## src/rtl/mode_scan_ctrl.sv

```systemverilog
// Sweeps every (x,y) operand pair through the shared packing datapath and
// streams the results over a 1-deep valid/ready register with a running checksum.
module mode_scan_ctrl #(
    parameter int OPW  = 3,
    parameter int AW   = 8,
    parameter int SUMW = 12
) (
    input  logic            clk,
    input  logic            rst_n,
    input  logic            start,
    input  logic            mode,
    input  logic            abort,
    output logic [OPW-1:0]  op_x,
    output logic [OPW-1:0]  op_y,
    input  logic [AW-1:0]   ans0_in,
    input  logic [AW-1:0]   ans1_in,
    output logic            res_valid,
    input  logic            res_ready,
    output logic [AW-1:0]   res_data,
    output logic [OPW-1:0]  res_x,
    output logic [OPW-1:0]  res_y,
    output logic            busy,
    output logic            done,
    output logic [SUMW-1:0] checksum
);

    localparam int IW = 2 * OPW;
    localparam logic [IW-1:0] LAST = '1;

    typedef enum logic [1:0] {
        S_IDLE,
        S_RUN,
        S_DRAIN
    } state_t;

    state_t          r_state;
    logic            r_mode;
    logic [IW-1:0]   r_idx;
    logic            r_res_valid;
    logic [AW-1:0]   r_res_data;
    logic [OPW-1:0]  r_res_x;
    logic [OPW-1:0]  r_res_y;
    logic            r_done;
    logic [SUMW-1:0] r_sum;

    state_t          w_state;
    logic            w_mode;
    logic [IW-1:0]   w_idx;
    logic            w_res_valid;
    logic [AW-1:0]   w_res_data;
    logic [OPW-1:0]  w_res_x;
    logic [OPW-1:0]  w_res_y;
    logic            w_done;
    logic [SUMW-1:0] w_sum;
    logic            w_load;
    logic            w_accept;
    logic [SUMW-1:0] w_sum_add;

    assign w_load    = !r_res_valid || res_ready;
    assign w_accept  = r_res_valid && res_ready;
    assign w_sum_add = r_sum + {{(SUMW-AW){1'b0}}, r_res_data};

    always_comb begin
        w_state     = r_state;
        w_mode      = r_mode;
        w_idx       = r_idx;
        w_res_valid = r_res_valid;
        w_res_data  = r_res_data;
        w_res_x     = r_res_x;
        w_res_y     = r_res_y;
        w_done      = 1'b0;
        w_sum       = r_sum;
        unique case (r_state)
            S_IDLE: begin
                if (start) begin
                    w_mode      = mode;
                    w_idx       = '0;
                    w_sum       = '0;
                    w_res_valid = 1'b0;
                    w_state     = S_RUN;
                end
            end
            S_RUN: begin
                // abort outranks both the load and any accept at this edge
                if (abort) begin
                    w_res_valid = 1'b0;
                    w_state     = S_IDLE;
                end else begin
                    if (w_accept) w_sum = w_sum_add;
                    if (w_load) begin
                        w_res_data  = r_mode ? ans1_in : ans0_in;
                        w_res_x     = r_idx[IW-1:OPW];
                        w_res_y     = r_idx[OPW-1:0];
                        w_res_valid = 1'b1;
                        if (r_idx == LAST) w_state = S_DRAIN;
                        else               w_idx   = r_idx + IW'(1);
                    end
                end
            end
            S_DRAIN: begin
                if (abort) begin
                    w_res_valid = 1'b0;
                    w_state     = S_IDLE;
                end else if (w_accept) begin
                    w_sum       = w_sum_add;
                    w_res_valid = 1'b0;
                    w_done      = 1'b1;
                    w_state     = S_IDLE;
                end
            end
            default: w_state = S_IDLE;
        endcase
    end

    always_ff @(posedge clk or negedge rst_n) begin
        if (!rst_n) begin
            r_state     <= S_IDLE;
            r_mode      <= 1'b0;
            r_idx       <= '0;
            r_res_valid <= 1'b0;
            r_res_data  <= '0;
            r_res_x     <= '0;
            r_res_y     <= '0;
            r_done      <= 1'b0;
            r_sum       <= '0;
        end else begin
            r_state     <= w_state;
            r_mode      <= w_mode;
            r_idx       <= w_idx;
            r_res_valid <= w_res_valid;
            r_res_data  <= w_res_data;
            r_res_x     <= w_res_x;
            r_res_y     <= w_res_y;
            r_done      <= w_done;
            r_sum       <= w_sum;
        end
    end

    assign op_x      = r_idx[IW-1:OPW];
    assign op_y      = r_idx[OPW-1:0];
    assign res_valid = r_res_valid;
    assign res_data  = r_res_data;
    assign res_x     = r_res_x;
    assign res_y     = r_res_y;
    assign busy      = (r_state != S_IDLE);
    assign done      = r_done;
    assign checksum  = r_sum;

endmodule
```

## config.mk

```make
export PLATFORM = sky130hd
export DESIGN_NAME = mode_scan_ctrl
export DESIGN_NICKNAME = d
export VERILOG_FILES = /design/src/rtl/mode_scan_ctrl.sv
export SDC_FILE = /design/constraint.sdc
export NUM_CORES = 1
export LEC_CHECK = 0
export CAP_MARGIN = 30
export CELL_PAD_IN_SITES_DETAIL_PLACEMENT = 1
export CELL_PAD_IN_SITES_GLOBAL_PLACEMENT = 1
export CORE_MARGIN = 1.5
export CORE_UTILIZATION = 37
export DETAILED_ROUTE_END_ITERATION = 12
export GPL_ROUTABILITY_DRIVEN = 0
export MAX_ROUTING_LAYER = met4
export PLACE_DENSITY = 0.84
export SYNTH_ARGS = -nofsm -noshare
export SYNTH_HDL_FRONTEND = slang
export SYNTH_SLANG_ARGS = --single-unit
```

## constraint.sdc

```tcl
create_clock -name clk -period 2.4 [get_ports clk]
set_clock_uncertainty 0.15 [all_clocks]
set_input_delay 0.24 -clock clk [delete_from_list [all_inputs] [get_ports clk]]
set_output_delay 0.24 -clock clk [all_outputs]
set_load 0.02 [all_outputs]
```

==> images/clk_routes.png <==
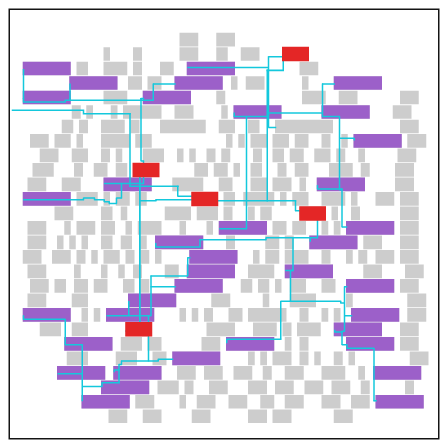
legend:
  clock wires:
    color: cyan
    length: 573 um
  flip-flops:
    color: purple
    count: 37
  clock drivers:
    color: red
    count: 5
flops lie: all over the die

==> images/placement.png <==
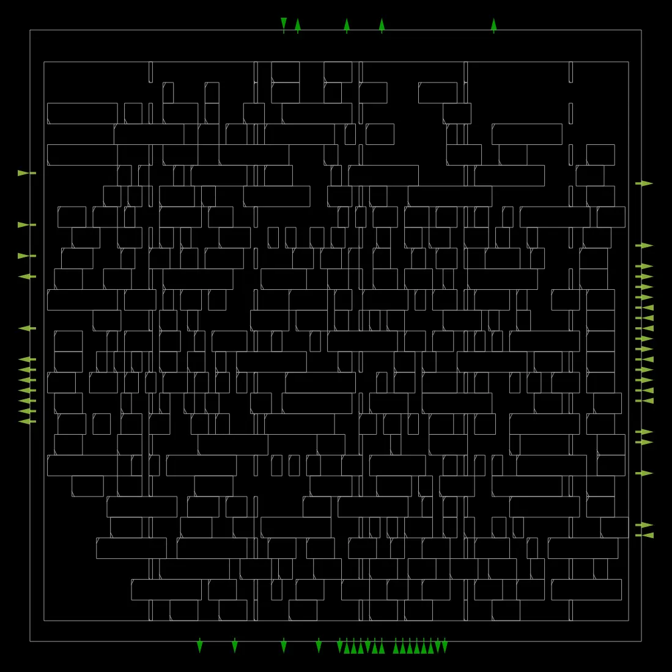
sequential share of cell area: 30.9%
Seq cells: 37
Fill cells: 630
Core ar.: 5640 um2
Well Taps: 72

==> images/detail.png <==
Scale bar: 10 um. Region (28, 12) to (53, 37) um. Cells in gray, sequential cells in the stronger gray; small squares are vias.
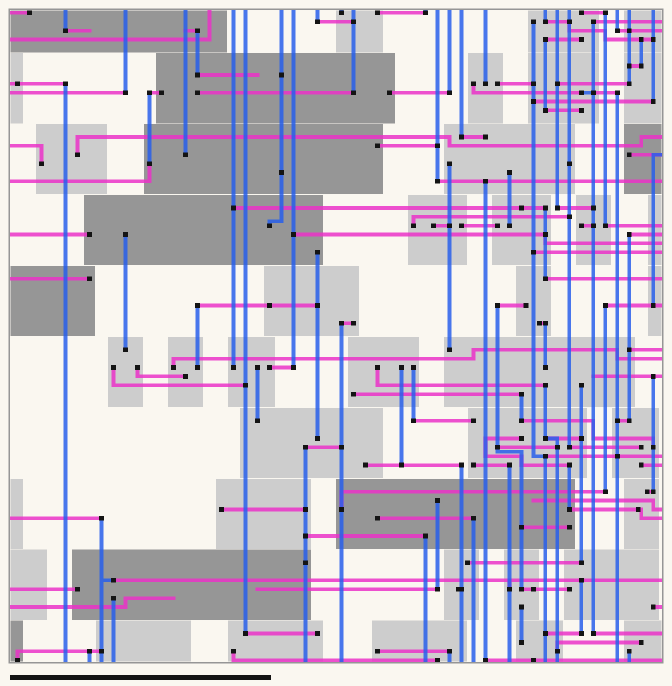
legend:
  metal 1:
    color: magenta
  metal 2:
    color: blue
sequential cells in the window: 6
most frequent: dfrtp_1 (6), clkdlybuf4s50_1 (6)
netlist names of flops here include: `checksum` (2), `res_data` (2)
cells with their middle in the window: 36

==> images/metal_density.png <==
16 x 16 tiles, from black (low) to pale yellow (high), scaled to the fullest tile. Values are wire area over tile area, all layers added.
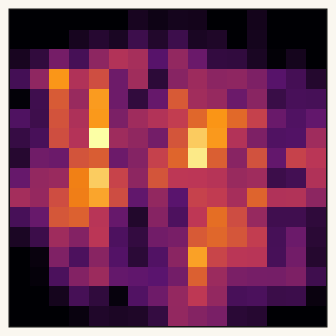
fullest tile: 0.47
mean over tiles: 0.15
nearly empty tiles: 13%

==> images/logic_types.png <==
Scale bar: 20 um.
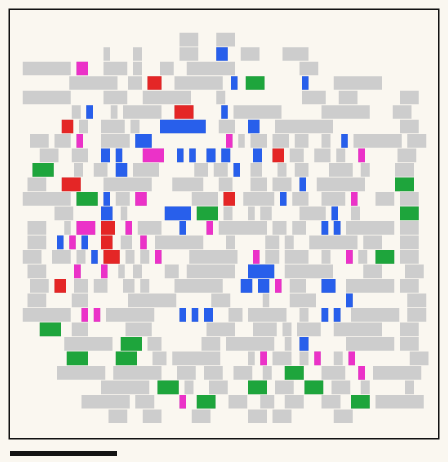
legend:
  mux cells:
    color: green
    cells: 17
    most_used: mux2i_1
  nand cells:
    color: blue
    cells: 41
    most_used: nand2_1
  nor cells:
    color: magenta
    cells: 25
    most_used: nor2_1
  and/or cells:
    color: red
    cells: 10

==> run_results.csv <==
group,metric,value,unit
status,status,"finished, final reports clean",
layout,final_cell_mix,"55 x clkdlybuf4s50_1, 37 x dfrtp_1, 24 x nand2_1",
layout,inv_count,10,
synthesis,fp_nets,259,
place,hpwl,4560,um
layout,final_util,53.2,%
layout,seq_area,926,um2
layout,clkCellAreaFrac,4.01,%
setup_path,rr_endpoint,"checksum[10]",
flow_run,cap_violations,0,
setup_path,ff2ff_path_depth,8,
timing,post-route-min-period,2.27,ns
cts,numClockSinks,37,
timing,worst_pin_slew,0.852,ns
cts,h-tree-depth,2,
synthesis,synthArstFlopShare,100,%
synthesis,numSynthFlops,37,
setup_path,r2r_start,"res_data[0]",
grt,antenna_found_initial,0,
power_and_ir_drop,p_leak,1.36,nW
layout,bufAreaShareNonClock,20.1,%
synthesis,top_area_cell,"dfrtp_1",
timing,max_freq,440,MHz
flow_run,tool_warnings,29,
power_and_ir_drop,cellPowerDensity,1330,nW/um2
synthesis,post_synth.cell_area_avg,9.93,um2
layout,lay_top_count,"clkdlybuf4s50_1",
grt,grt_usage,21.2,%
timing,final-setup-viol-count,0,
power_and_ir_drop,peakVddDrop,0.503,mV
synthesis,edf_count,0,
timing,finalCritPeriodShare,94.7,%
synthesis,ys_sh_adder,8.25,%
floorplan,fp_util,39.2,%
layout,final_area,3000,um2
synthesis,syn-cell-area,2210,um2
setup_path,ff2ff_setup_slack,0.13,ns
layout,layout-drive-gt1-share,9.76,%
synthesis,ys_sh_mux,8.14,%
cts,cts_made_buffers,5,
floorplan,io_pins,57,
layout,syn_to_final_growth,35.5,%
timing,whs,0.343,ns
cts,clk_pin_slew,0.08,ns
power_and_ir_drop,total_power,3.99,mW
-- layer usage --
| layer | GRT usage, % | routed length (um) | part of all wire [%] | vias up |
|---|---|---|---|---|
| met1 | 23.8 | 2750 | 45 | 984 |
| li1 | - | - | - | 921 |
| met3 | 2.95 | 188 | 3.1 | 9 |
| met4 | 7.24 | 82 | 1.3 | 0 |
| met5 | - | 0 | 0 | - |
| met2 | 38.5 | 3080 | 50 | 43 |
-- how the worst min path moves through the flow --
stage	from	end	cells after the start
5_1_grt	res_y[0]	res_y[0]	1
3_5_place_dp	rst_n	res_data[3]	1
2_1_floorplan	rst_n	checksum[0]	0
4_1_cts	res_y[0]	res_y[0]	1
6_report	res_x[2]	res_x[2]	1
3_3_place_gp	rst_n	res_data[3]	1
-- report_power, final --
group / internal, mW / total, mW / switching, mW
Clock: 0.338 / 0.587 / 0.248
Sequential: 0.843 / 1.11 / 0.269
Combinational: 1.04 / 2.29 / 1.25
Total: 2.22 / 3.99 / 1.77
-- registers in the layout, indices dropped and copies added (netlist names) --
register	cells
checksum	12
done	1
r_idx	6
r_mode	1
r_state	2
res_data	8
res_valid	1
res_x	3
res_y	3
-- repair_timing --
item	in CTS	in global routing
setup endpoints to repair	0	2
resized	0	3
hold buffers	1	0
hold endpoints to repair	37	0
buffers inserted	0	1
-- critical path: stages (launching register included) --
cell	delay, ns
dfrtp_1	0.38
ha_2	0.21
inv_1	0.06
fa_1	0.38
nand2b_4	0.16
a21oi_2	0.20
a41oi_2	0.16
or3_1	0.37
a21oi_1	0.14
